$ cat config.mk
export PLATFORM = sky130hd
export DESIGN_NAME = sysid_read_timer
export DESIGN_NICKNAME = d
export VERILOG_FILES = /design/src/rtl/sysid_read_timer.sv
export SDC_FILE = /design/constraint.sdc
export NUM_CORES = 1
export LEC_CHECK = 0
export CORE_AREA = 2 2 41 43
export CTS_CLUSTER_DIAMETER = 60
export DETAILED_ROUTE_END_ITERATION = 12
export DIE_AREA = 0 0 43 45
export DONT_BUFFER_PORTS = 1
export SLEW_MARGIN = 25
export SYNTH_ARGS = -nofsm -noshare
export SYNTH_HDL_FRONTEND = slang
export SYNTH_SLANG_ARGS = --single-unit
$ cat constraint.sdc
create_clock -name clock -period 1.6 [get_ports clock]
set_input_delay 0.4 -clock clock [delete_from_list [all_inputs] [get_ports clock]]
set_output_delay 0.4 -clock clock [all_outputs]
set_load 0.02 [all_outputs]
$ cat src/rtl/sysid_read_timer.sv
// Per-read stall timer: counts waitrequest cycles and flags expiry combinationally at the limit.
// No latency beyond the count register; TIMEOUT_CYCLES=0 disables expiry entirely.
module sysid_read_timer #(
  parameter int unsigned TIMEOUT_CYCLES = 1023
) (
  input  logic clock,
  input  logic reset,
  input  logic clear,
  input  logic stall,
  output logic expired
);

  localparam int W = (TIMEOUT_CYCLES > 0) ? $clog2(TIMEOUT_CYCLES + 1) : 1;
  localparam logic [W-1:0] LIMIT = W'(TIMEOUT_CYCLES);

  logic [W-1:0] count;

  // Saturates at the limit so a disabled or long-expired timer never wraps.
  always_ff @(posedge clock or posedge reset) begin
    if (reset) begin
      count <= '0;
    end else if (clear) begin
      count <= '0;
    end else if (stall && count != LIMIT) begin
      count <= count + W'(1);
    end
  end

  assign expired = (TIMEOUT_CYCLES != 0) && stall && (count == LIMIT);

endmodule

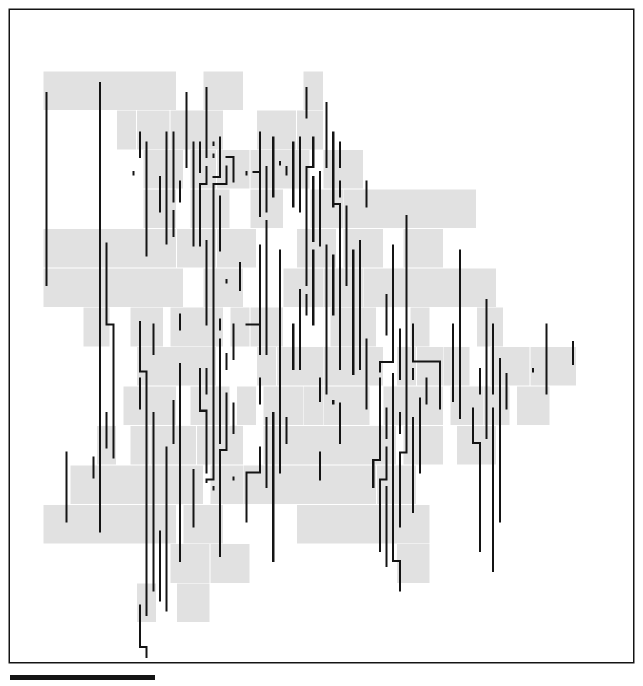
*Signal wires on met2*
Bar = 10 µm.
nets with wire on the layer	68
longest straight run	30.9 µm
main direction	vertical
share of all routed wire	46%
WL final: 1.38 mm
GR Layer Usage met2: 29.1%
detailed-route via count: 528

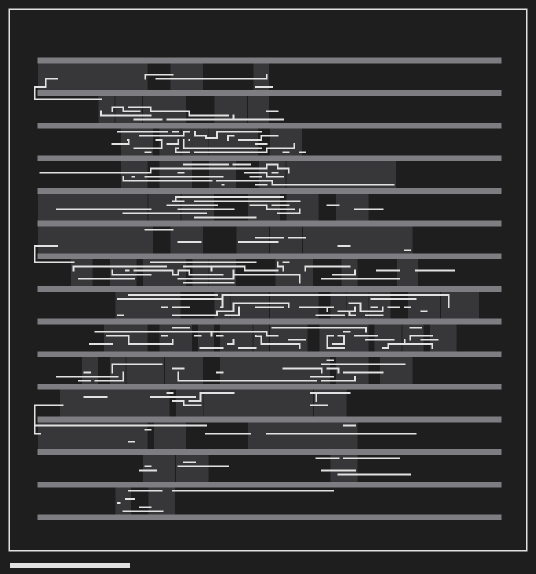
*Metal 1*
Bar = 10 µm. Supply wires on this layer in grey.
main direction	horizontal
share of all routed wire	44%
wire length on this layer	601 µm
nets with wire on the layer	76
GR Util met1: 19.5%

==> impl_metrics.json <==
{
  "ant_nets": 0,
  "ff_type": "dfrtp_1",
  "path_clk_slew_ns": 0.06,
  "cts_tree": "built",
  "fp_nets": 64,
  "worstPathMaxFanout": 2,
  "synth_flops": 10,
  "yosysUniqueCellTypes": 28,
  "critPathLaunchType": "flip-flop",
  "die_area_um2": 1940,
  "violations": "hold timing, setup timing",
  "max-vdd-ir-drop_uv": 596,
  "yosys_area_um2": 564,
  "grt_pass1_wl_mm": 2.30,
  "layout_setup_ws_ns": -0.0149,
  "total_power_uw": 463,
  "fin_nets": 82,
  "fin_hold_ws_ns": -0.00213,
  "die-height_um": 45,
  "maxCapViolCount": 0,
  "grt_antenna_before_repair": 0,
  "htree_levels": 1,
  "worstPathRequired_ns": 1.20,
  "yosysTopAreaCell": "dfrtp_1",
  "rsz0062_at_grt": "yes",
  "top_regs": "count: 10 flops",
  "place_congestion": 0.753,
  "cts_max_path_buffers": 2,
  "rows": 14,
  "cpMostUsedCell": "and4_4",
  "power.density_nw_per_um2": 644,
  "hold_path.class": "primary input to async pin",
  "tightest_slew_ns": 0.384,
  "grt_max_degree": 11,
  "leakage_uw": 0.000342,
  "drive_above_1_share_pct": 34.7,
  "root_buffer": "clkbuf_4",
  "status": "finished with violations",
  "syn_to_final_growth_pct": 27.5,
  "die-width_um": 43,
  "setup_viol": 1,
  "finalHoldViolCount": 5,
  "holdBufCountCts": 0,
  "postSynthCellCount": 59,
  "route.detailed.drc": 0,
  "drv_slew": 0,
  "numPortBuffers": 0,
  "globalRouteTotalUtil_pct": 16.7,
  "period_used_pct": 101,
  "syn-cell-area_um2": 564,
  "slew_headroom_pct": 74.4,
  "clk_latency_ns": 0.26,
  "synth-async-reset-ratio_pct": 100,
  "tns_ns": -0.0149
}
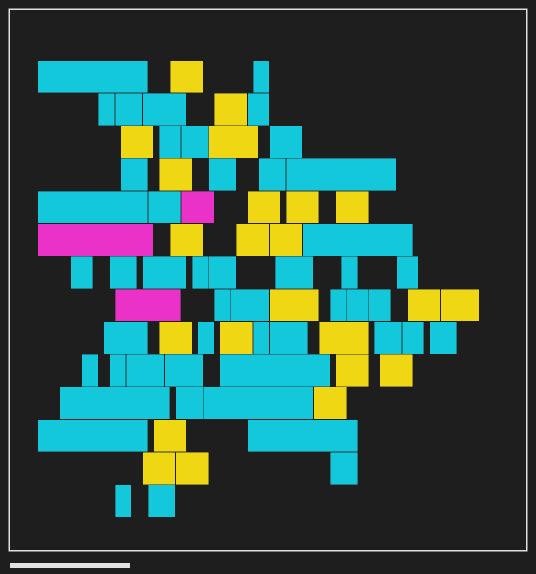
*Sizing map*
Bar = 10 µm.
size	colour	cells	share
drive 1 or less	cyan	49	65%
drive 2	magenta	3	4.0%
drive 3 to 4	yellow	23	31%
fin worst setup slack: -0.0149 ns
Buffers, non-clock: 16
design area: 719 µm²

[synth_stat cells, drive strengths merged, types with 2 or more instances]
| library cell | n |
|---|---|
| nor2 | 6 |
| and3 | 4 |
| nand2 | 3 |
| a31oi | 4 |
| and2 | 2 |
| nand3 | 2 |
| and4 | 2 |
| dfrtp | 10 |
| a21oi | 2 |
| xnor2 | 3 |
| or3 | 2 |
| o21ai | 2 |
| clkbuf | 2 |
| mux2i | 2 |
| inv | 2 |
| nand4 | 2 |
[metal layers]
metal	global-route usage [%]	vias to the layer above	wire [µm]
li1	-	248	-
met5	0	-	0
met3	4.40	5	95
met2	29.1	22	639
met4	7.27	0	44
met1	19.5	253	600
[worst paths after layout]
check / start / endpoint / slack (ns) / depth (start not counted)
setup / recovery: count[2] / expired / -0.01 / 3
hold / removal: reset / count[7] / -0.002 / 1
setup reg to reg: count[9] / count[3] / 0.10 / 5
hold reg to reg: count[8] / count[8] / 0.60 / 2
max in group asynchronous: reset / count[6] / 1.31 / 1
min in group clock: clear / count[8] / 0.19 / 1
[cell type report]
type | count | area [µm²] | share of cell area (%)
Clock buffer | 3 | 22.5 | 3.13
Timing Repair Buffer | 16 | 120 | 16.7
Sequential cell | 10 | 251 | 35.0
Tap cell | 16 | 20.0 | 2.78
Multi-Input combinational cell | 44 | 298 | 41.4
Inverter | 2 | 7.51 | 1.04
[report_power, final]
group | total [µW] | switching [µW] | internal, µW
Sequential | 261 | 3.10 | 258
Combinational | 36.2 | 18.0 | 18.1
Clock | 166 | 79.4 | 86.6
Total | 463 | 101 | 363
[cells by family (layout without fill, tap and decap cells)]
kind of cell	count (synthesis)	in the layout	synth area share, %
AOI/OAI and AO/OA	12	12	13.7
xor gates and xnor gates	3	3	4.66
and+or+nand+nor	26	26	26.8
adders and majority gates	1	1	2.22
DFF	10	10	44.3
buffers and inverters	5	21	4.66
muxes	2	2	3.55
[critical path, delay by kind of cell, from the launching register on]
| kind | cells | cell delay (ns) |
|---|---|---|
| simple gates | 3 | 0.61 |
| flops | 1 | 0.35 |
[stage by stage]
step           hold slack, ns  instance area, µm²  cells  util [%]
6_report             -0.00213                 719     91      48.9
5_1_grt                0.0292                 719     91      48.9
4_1_cts               0.00352                 711     90      48.3
3_5_place_dp            0.289                 618     79      42.0
3_3_place_gp            0.293                 618     79      42.0
2_1_floorplan           0.240                 564     59         -
[placed cells by master (no fill, tap or decap), types with 2 or more instances in the layout]
master	instances
a21oi_1	2
a31oi_1	4
and3_1	2
and4_4	2
buf_4	16
clkbuf_4	3
dfrtp_1	9
inv_1	2
mux2i_1	2
nand2_1	3
nand3_1	2
nand4_1	2
nor2_1	6
o21ai_0	2
or3_1	2
xnor2_1	3
[timing repair]
item	4_1_cts	5_1_grt
resized	5	1
pin swaps	3	1
setup buffers	8	1
setup endpoints to repair	1	1
